===== src/rtl/eth_ip_hdr_gen_if.sv =====
// Request and header handshake bundle for the Ethernet/IPv4 header generator.
interface eth_ip_hdr_gen_if;
    localparam int unsigned LEN_W   = 16;
    localparam int unsigned PROTO_W = 8;
    localparam int unsigned IP_W    = 32;
    localparam int unsigned MAC_W   = 48;
    localparam int unsigned HDR_W   = 272;
    localparam int unsigned CNT_W   = 32;

    logic               i_req_valid;
    logic               o_req_ready;
    logic [LEN_W-1:0]   i_payload_len;
    logic [PROTO_W-1:0] i_protocol;
    logic [IP_W-1:0]    i_src_ip;
    logic [IP_W-1:0]    i_dest_ip;
    logic [MAC_W-1:0]   i_mac_src;
    logic [MAC_W-1:0]   i_mac_dest;
    logic               o_hdr_valid;
    logic               i_hdr_ready;
    logic [HDR_W-1:0]   o_hdr;
    logic               o_len_err;
    logic [CNT_W-1:0]   o_pkt_count;

    // Generator side
    modport slave (
        input  i_req_valid, i_payload_len, i_protocol, i_src_ip, i_dest_ip,
               i_mac_src, i_mac_dest, i_hdr_ready,
        output o_req_ready, o_hdr_valid, o_hdr, o_len_err, o_pkt_count
    );

    // Requester / consumer side
    modport master (
        output i_req_valid, i_payload_len, i_protocol, i_src_ip, i_dest_ip,
               i_mac_src, i_mac_dest, i_hdr_ready,
        input  o_req_ready, o_hdr_valid, o_hdr, o_len_err, o_pkt_count
    );
endinterface


===== src/rtl/eth_ip_hdr_gen.sv =====
// Builds a 14-byte MAC header plus 20-byte IPv4 header with a multi-cycle
// checksum: SUM adds SUM_LANES header words per cycle, FOLD folds twice and
// inverts, OUT presents the header until the downstream accepts it.
module eth_ip_hdr_gen #(
    parameter int unsigned SUM_LANES    = 2,
    parameter int unsigned BYTE_REVERSE = 1,
    parameter int unsigned TTL          = 128
) (
    input  logic            i_clk,
    input  logic            i_reset,
    eth_ip_hdr_gen_if.slave bus
);
    localparam int unsigned N_WORDS = 10;
    localparam int unsigned N_CYC   = N_WORDS / SUM_LANES;
    localparam int unsigned IDX_W   = 4;
    localparam int unsigned ACC_W   = 20;
    localparam int unsigned FOLD_W  = 17;
    localparam int unsigned HDR_W   = 272;
    localparam int unsigned HDR_B   = HDR_W / 8;
    localparam int unsigned MAX_PAY = 65515;
    localparam int unsigned IP_OVH  = 20;

    typedef enum logic [1:0] {
        ST_IDLE,
        ST_SUM,
        ST_FOLD,
        ST_OUT
    } state_t;

    state_t             state_q;
    logic [IDX_W-1:0]   cnt_q;
    logic [ACC_W-1:0]   acc_q;
    logic [15:0]        cks_q;
    logic [15:0]        pkt_len_q;
    logic               len_err_q;
    logic [7:0]         proto_q;
    logic [31:0]        src_q;
    logic [31:0]        dst_q;
    logic [47:0]        macs_q;
    logic [47:0]        macd_q;
    logic [15:0]        id_q;
    logic [15:0]        id_cur_q;
    logic               req_ready_q;
    logic               hdr_valid_q;
    logic [HDR_W-1:0]   hdr_q;
    logic               len_err_out_q;
    logic [31:0]        pkt_cnt_q;

    logic [15:0]        words [2**IDX_W];
    logic [ACC_W-1:0]   lane_sum;
    logic [ACC_W-1:0]   acc_d;
    logic [FOLD_W-1:0]  fold_t;
    logic [15:0]        fold_f;
    logic [15:0]        cks_d;
    logic               len_ok;
    logic [15:0]        pkt_len_d;
    logic [HDR_W-1:0]   hdr_wire;
    logic [HDR_W-1:0]   hdr_rev;
    logic [HDR_W-1:0]   hdr_d;

    // IPv4 header words in wire order; checksum slot is zero while summing
    always_comb begin
        words     = '{default: '0};
        words[0]  = 16'h4500;
        words[1]  = pkt_len_q;
        words[2]  = id_cur_q;
        words[3]  = 16'h4000;
        words[4]  = {8'(TTL), proto_q};
        words[5]  = 16'h0000;
        words[6]  = src_q[31:16];
        words[7]  = src_q[15:0];
        words[8]  = dst_q[31:16];
        words[9]  = dst_q[15:0];
    end

    // Add this cycle's group of SUM_LANES consecutive words to the accumulator
    always_comb begin
        lane_sum = '0;
        for (int unsigned k = 0; k < SUM_LANES; k++) begin
            lane_sum = lane_sum
                     + ACC_W'(words[IDX_W'(cnt_q * IDX_W'(SUM_LANES)) + IDX_W'(k)]);
        end
        acc_d = acc_q + lane_sum;
    end

    // Two end-around carry folds then invert; second fold cannot carry again
    always_comb begin
        fold_t = FOLD_W'(acc_q[19:16]) + FOLD_W'(acc_q[15:0]);
        fold_f = fold_t[15:0] + 16'(fold_t[16]);
        cks_d  = ~fold_f;
    end

    // Total length saturates to 0xFFFF when payload plus header cannot fit
    always_comb begin
        len_ok    = (bus.i_payload_len <= 16'(MAX_PAY));
        pkt_len_d = len_ok ? (bus.i_payload_len + 16'(IP_OVH)) : 16'hFFFF;
    end

    // Assemble MAC + IP header, first wire byte at the MSB end
    always_comb begin
        hdr_wire = {macd_q, macs_q, 16'h0800,
                    words[0], words[1], words[2], words[3], words[4],
                    cks_q,
                    words[6], words[7], words[8], words[9]};
        hdr_rev  = '0;
        for (int unsigned i = 0; i < HDR_B; i++) begin
            hdr_rev[8*i +: 8] = hdr_wire[HDR_W-8-8*i +: 8];
        end
        hdr_d = (BYTE_REVERSE != 0) ? hdr_rev : hdr_wire;
    end

    // Control FSM with registered handshake and header outputs
    always_ff @(posedge i_clk) begin
        if (i_reset) begin
            state_q       <= ST_IDLE;
            cnt_q         <= '0;
            acc_q         <= '0;
            cks_q         <= '0;
            pkt_len_q     <= '0;
            len_err_q     <= 1'b0;
            proto_q       <= '0;
            src_q         <= '0;
            dst_q         <= '0;
            macs_q        <= '0;
            macd_q        <= '0;
            id_q          <= '0;
            id_cur_q      <= '0;
            req_ready_q   <= 1'b0;
            hdr_valid_q   <= 1'b0;
            hdr_q         <= '0;
            len_err_out_q <= 1'b0;
            pkt_cnt_q     <= '0;
        end else begin
            case (state_q)
                ST_IDLE: begin
                    req_ready_q <= 1'b1;
                    if (req_ready_q && bus.i_req_valid) begin
                        pkt_len_q   <= pkt_len_d;
                        len_err_q   <= ~len_ok;
                        proto_q     <= bus.i_protocol;
                        src_q       <= bus.i_src_ip;
                        dst_q       <= bus.i_dest_ip;
                        macs_q      <= bus.i_mac_src;
                        macd_q      <= bus.i_mac_dest;
                        id_cur_q    <= id_q;
                        acc_q       <= '0;
                        cnt_q       <= '0;
                        req_ready_q <= 1'b0;
                        state_q     <= ST_SUM;
                    end
                end
                ST_SUM: begin
                    acc_q <= acc_d;
                    cnt_q <= cnt_q + IDX_W'(1);
                    if (cnt_q == IDX_W'(N_CYC - 1)) begin
                        state_q <= ST_FOLD;
                    end
                end
                ST_FOLD: begin
                    cks_q   <= cks_d;
                    state_q <= ST_OUT;
                end
                ST_OUT: begin
                    if (!hdr_valid_q) begin
                        hdr_q         <= hdr_d;
                        len_err_out_q <= len_err_q;
                        hdr_valid_q   <= 1'b1;
                    end else if (bus.i_hdr_ready) begin
                        hdr_valid_q <= 1'b0;
                        id_q        <= id_q + 16'd1;
                        pkt_cnt_q   <= pkt_cnt_q + 32'd1;
                        req_ready_q <= 1'b1;
                        state_q     <= ST_IDLE;
                    end
                end
                default: begin
                    state_q <= ST_IDLE;
                end
            endcase
        end
    end

    assign bus.o_req_ready = req_ready_q;
    assign bus.o_hdr_valid = hdr_valid_q;
    assign bus.o_hdr       = hdr_q;
    assign bus.o_len_err   = len_err_out_q;
    assign bus.o_pkt_count = pkt_cnt_q;
endmodule


===== src/flat_wrapper.sv =====
// flat-port wrapper written by rule: the top's interface ports become plain ports
module eth_ip_hdr_gen_flat 
#(
    parameter int unsigned SUM_LANES    = 2,
    parameter int unsigned BYTE_REVERSE = 1,
    parameter int unsigned TTL          = 128
)
  (i_clk, i_reset, bus_i_req_valid, bus_i_payload_len, bus_i_protocol, bus_i_src_ip, bus_i_dest_ip, bus_i_mac_src, bus_i_mac_dest, bus_i_hdr_ready, bus_o_req_ready, bus_o_hdr_valid, bus_o_hdr, bus_o_len_err, bus_o_pkt_count);
  eth_ip_hdr_gen_if bus_i ();
  input  logic i_clk;
  input  logic i_reset;
  input wire logic [$bits(bus_i.i_req_valid)-1:0] bus_i_req_valid;
  input wire logic [$bits(bus_i.i_payload_len)-1:0] bus_i_payload_len;
  input wire logic [$bits(bus_i.i_protocol)-1:0] bus_i_protocol;
  input wire logic [$bits(bus_i.i_src_ip)-1:0] bus_i_src_ip;
  input wire logic [$bits(bus_i.i_dest_ip)-1:0] bus_i_dest_ip;
  input wire logic [$bits(bus_i.i_mac_src)-1:0] bus_i_mac_src;
  input wire logic [$bits(bus_i.i_mac_dest)-1:0] bus_i_mac_dest;
  input wire logic [$bits(bus_i.i_hdr_ready)-1:0] bus_i_hdr_ready;
  output wire logic [$bits(bus_i.o_req_ready)-1:0] bus_o_req_ready;
  output wire logic [$bits(bus_i.o_hdr_valid)-1:0] bus_o_hdr_valid;
  output wire logic [$bits(bus_i.o_hdr)-1:0] bus_o_hdr;
  output wire logic [$bits(bus_i.o_len_err)-1:0] bus_o_len_err;
  output wire logic [$bits(bus_i.o_pkt_count)-1:0] bus_o_pkt_count;
  assign bus_i.i_req_valid = bus_i_req_valid;
  assign bus_i.i_payload_len = bus_i_payload_len;
  assign bus_i.i_protocol = bus_i_protocol;
  assign bus_i.i_src_ip = bus_i_src_ip;
  assign bus_i.i_dest_ip = bus_i_dest_ip;
  assign bus_i.i_mac_src = bus_i_mac_src;
  assign bus_i.i_mac_dest = bus_i_mac_dest;
  assign bus_i.i_hdr_ready = bus_i_hdr_ready;
  assign bus_o_req_ready = bus_i.o_req_ready;
  assign bus_o_hdr_valid = bus_i.o_hdr_valid;
  assign bus_o_hdr = bus_i.o_hdr;
  assign bus_o_len_err = bus_i.o_len_err;
  assign bus_o_pkt_count = bus_i.o_pkt_count;
  eth_ip_hdr_gen #(.SUM_LANES(SUM_LANES), .BYTE_REVERSE(BYTE_REVERSE), .TTL(TTL)) u_core (.i_clk(i_clk), .i_reset(i_reset), .bus(bus_i));
endmodule

===== config.mk =====
export PLATFORM = sky130hd
export DESIGN_NAME = eth_ip_hdr_gen_flat
export DESIGN_NICKNAME = d
export VERILOG_FILES = /design/src/rtl/eth_ip_hdr_gen_if.sv /design/src/rtl/eth_ip_hdr_gen.sv /design/src/flat_wrapper.sv
export SDC_FILE = /design/constraint.sdc
export NUM_CORES = 1
export LEC_CHECK = 0
export ABC_AREA = 1
export CORE_ASPECT_RATIO = 0.6
export CORE_MARGIN = 5
export CORE_UTILIZATION = 51
export CTS_BUF_LIST = sky130_fd_sc_hd__clkbuf_16
export DETAILED_ROUTE_END_ITERATION = 16
export MAX_ROUTING_LAYER = met4
export PLACE_DENSITY = 0.8
export SYNTH_ARGS = -nofsm -noshare
export SYNTH_HDL_FRONTEND = slang
export SYNTH_SLANG_ARGS = --single-unit

===== constraint.sdc =====
create_clock -name i_clk -period 4.5 [get_ports i_clk]
set_input_delay 0.675 -clock i_clk [delete_from_list [all_inputs] [get_ports i_clk]]
set_output_delay 0.675 -clock i_clk [all_outputs]
set_load 0.005 [all_outputs]

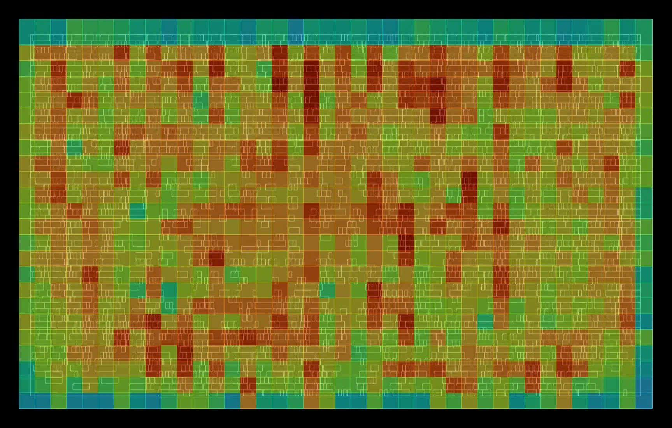
Fig. 1. Routing congestion map.
gr busiest metal: met2
final core area utilization: 65.98%
met1 Usage GRT: 43.60%
met2 global-route usage: 44.59%
WL per Instance: 19.47 um

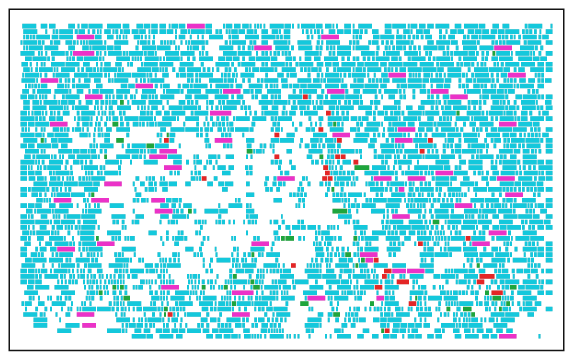
Fig. 2. Drive-strength map.
Scale: 2 px per um.
magenta -> _6 and larger  # cells 56, share 1.7%, most used clkbuf_16
cyan -> _0 and _1 cells  # cells 3103, share 96%, most used dfxtp_1
red -> _3 and _4 cells  # cells 31, share 0.96%, most used buf_4
green -> _2 cells  # cells 52, share 1.6%, most used clkinv_2

==> out/qor.csv <==
stage,metric,value,unit
synth,ys_cells,2861,
global_routing,grt.total_usage,30.37,%
placement,port_buffers,444,
cts,post-cts-setup-buffer-count,0,
synth,ys.flops,511,
global_routing,use_met3,6.541,%
synth,largest_area_cell,dfxtp_1,
hold_path,min_from,u_core.macd_q[8]$_SDFFE_PP0P_,
final_layout,flop_area,10230,sq um
final_layout,comb_cells,1900,
floorplan,dieArea,46990,sq um
final_layout,largest_register_ffs,217,
synth,syn_area_per_cell,7.598,sq um
timing,setup_viol,0,
power_and_ir_drop,p_per_area,476.2,nW/um^2
final_layout,lay_top_count,dfxtp_1,
hold_path,whs_path_depth,2,
timing,fin_tns_setup,0,ns
setup_path,crit_start,u_core.cnt_q[1]$_SDFFE_PP0P_,
placement,post-place-cells,3729,
cts,cts.htree.levels,2,
route,routed_wl,74280,um
flow_run,maxCapViolCount,0,
setup_path,path_depth,21,
hold_path,holdCritPathClass,reg2reg,
global_routing,grt_remaining_overflow,0,
timing,clock-skew-final,0.02157,ns
cts,clock-sinks,511,
final_layout,comb_area,9624,sq um
power_and_ir_drop,irDropWorstVdd,0.3616,mV
setup_path,crit_arrival,4.76,ns
hold_path,min_to,u_core.macd_q[8]$_SDFFE_PP0P_,
setup_path,start_kind,register,
synth,synth_area,21740,sq um
power_and_ir_drop,switching_power,0.004348,W
setup_path,path_max_fanout,11,
setup_path,r2r_start,u_core.cnt_q[1]$_SDFFE_PP0P_,
global_routing,grt_pass1_vias,19160,
synth,netlist.area_leader.share,47.06,%
flow_run,warnings,40,
setup_path,cpMostUsedCell,nand2_1,
floorplan,num_rows,58,
cts,cts_buffers,46,
placement,post_dp_cell_area,26270,sq um
timing,hold_viol,0,
timing,finalMaxSlewViolations,0,
route,viasPerCell,5.522,
final_layout,antenna_cells,3,
route,drtIter0Drc,2300,
timing,min_period,4.282,ns
final_layout,n_all_inverters,279,
cts,clock_latency,0.57,ns
final_layout,fin_cells,3815,
setup_path,crit_required,4.98,ns
cts,cts_tree,yes,
global_routing,antenna_found_initial,3,
cts,clockBufferDepth,3,
final_layout,drive_gt1_share,4.287,%
placement,pre_cts_slack,0.004284,ns
setup_path,crit_family,AND-OR/OR-AND gates,
timing,finalWorstSetupSlack,0.2176,ns
route,drt-met1-wl,34320,um
route,vias,21070,
final_layout,stdcell_area,27720,sq um
setup_path,worstPathCellList,"nor2_1, nand2_1, o22ai_1, ha_1, inv_1, fa_1, nand3b_1, nand2_1, a21oi_2, o21ai_0, buf_4, xor2_1, ha_1, a21oi_1, a21boi_0, o21ai_0, nand2_1, nand2_1, nand2_1, nand3_1, a21oi_1",
floorplan,fp-utilization,51.73,%
power_and_ir_drop,internal_power,0.008852,W
final_layout,design.seq.count,511,
floorplan,ios,495,
setup_path,r2r_cells,21,
cts,path_clk_slew,0.07,ns
synth,ys_area,21740,sq um
synth,yosys_warnings,0,
power_and_ir_drop,leakagePower,11.12,nW
power_and_ir_drop,power.share.sequential,44.7,%
floorplan,taps,570,
timing,finalClockPeriodUsage,95.16,%
final_layout,comb_share,34.72,%
timing,worst_pin_slew,1.166,ns
power_and_ir_drop,power-top-group,sequential cells,
route,first_pass_iters,5,
synth,yosysSeqAreaShare,47.06,%
power_and_ir_drop,seq_cell_power,0.00590,W
setup_path,end_kind,register,
setup_path,crit_end,u_core.acc_q[13]$_SDFFE_PP0P_,
route,ant_nets,0,
route,top_layer_used,met4,
floorplan,die_x,276.5,um
placement,gp_congestion,0.9419,
final_layout,seq_share,36.91,%
power_and_ir_drop,clkPwrFrac,29.1,%
final_layout,n_all_buffers,469,
final_layout,nClkBuffers,47,
synth,area_leaders,"dfxtp_1, o21ai_0, a21oi_1, nor2_1, inv_1",
cts,cts_hold_buf,0,
route,dr_wl_met3,6620,um
power_and_ir_drop,swShare,32.94,%
final_layout,final_cell_mix,"dfxtp_1, o21ai_0, clkdlybuf4s50_1",
timing,max_freq,233.5,MHz
cts,cts_root_buf,clkbuf_16,
setup_path,critical_path.slowest_cell,dfxtp_2,
synth,yosysUniqueCellTypes,52,
setup_path,ff2ff_setup_slack,0.22,ns
power_and_ir_drop,p_comb_share,26.3,%
power_and_ir_drop,p_total,0.01320,W
global_routing,grt_max_degree,306,
setup_path,cp.buffers_inverters,2,
power_and_ir_drop,p_clk,0.00383,W
timing,grt_setup_unrepaired,no,
route,wl_met2,31760,um
synth,edf_count,0,
final_layout,largest_class,sequential cells,
final_layout,fillers,3482,
synth,synthArstFlopShare,0,%
floorplan,die_y,169.9,um
final_layout,clkCellAreaFrac,5.154,%
route,drc_errors,0,
synth,synth_cells,2861,
final_layout,final_nets,3448,
floorplan,coreArea,42020,sq um
placement,dpl.hpwl,54560,um
timing,max-slew-margin-rel,22.24,%
status,run_status,"finished, final reports clean",
final_layout,syn2layout_area_growth,27.53,%
final_layout,buf_share,16.78,%
setup_path,r2r-end,u_core.acc_q[13]$_SDFFE_PP0P_,
setup_path,slowest_delay,0.39,ns
global_routing,grt_pass1_wl,112100,um
timing,hold_ws,0.4511,ns
setup_path,crit_type,reg2reg,
power_and_ir_drop,powerComb,0.00347,W
synth,flop_cell,dfxtp_1,
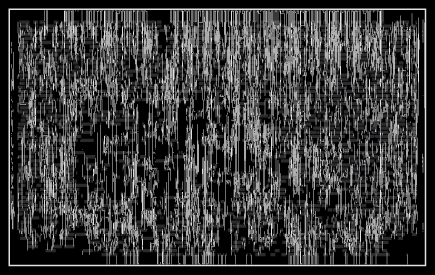
Fig. 3. Signal wires on met2.
Scale: 1.5 px per um.
main direction = vertical
wire length on this layer = 31.8 mm
nets with wire on the layer = 2882

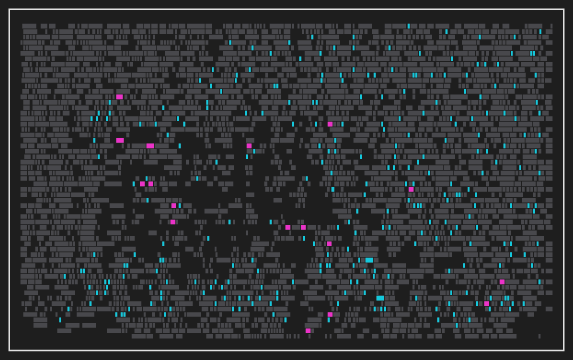
Fig. 4. Gate families picked out.
Scale: 2 px per um.
magenta -> non-inverting ao/oa cells  # cells 17
cyan -> inv cells  # cells 279, where widely spread

## cell usage after synthesis (11+ instances only)
cell      instances
clkbuf_1        155
nor2_1          374
buf_4            55
o211ai_1         11
nand4_1          15
nand2_1         242
dfxtp_1         511
o21ai_0         499
nand3_1          66
xnor2_1          13
a21oi_1         408
inv_1           272
o22ai_1          20
nor3_1           24
xor2_1           24
ha_1             50
## cells by family after synthesis
group / share of synthesized area [%]
AND/OR/NAND/NOR: 14.95
other: 0.01725
AND-OR/OR-AND: 23.72
adder cells (fa/ha/maj): 3.154
XOR/XNOR: 1.491
buffers and inverters: 9.607
flip-flops: 47.06
## repair_timing
| action | 4_1_cts | 5_1_grt |
|---|---|---|
| endpoints found under the setup margin | 1 | 11 |
| pin swaps | 0 | 1 |
| gates resized | 1 | 9 |
| hold endpoints to repair | 0 | 0 |
No activity file was given, so power comes from the tool's default toggle rates.
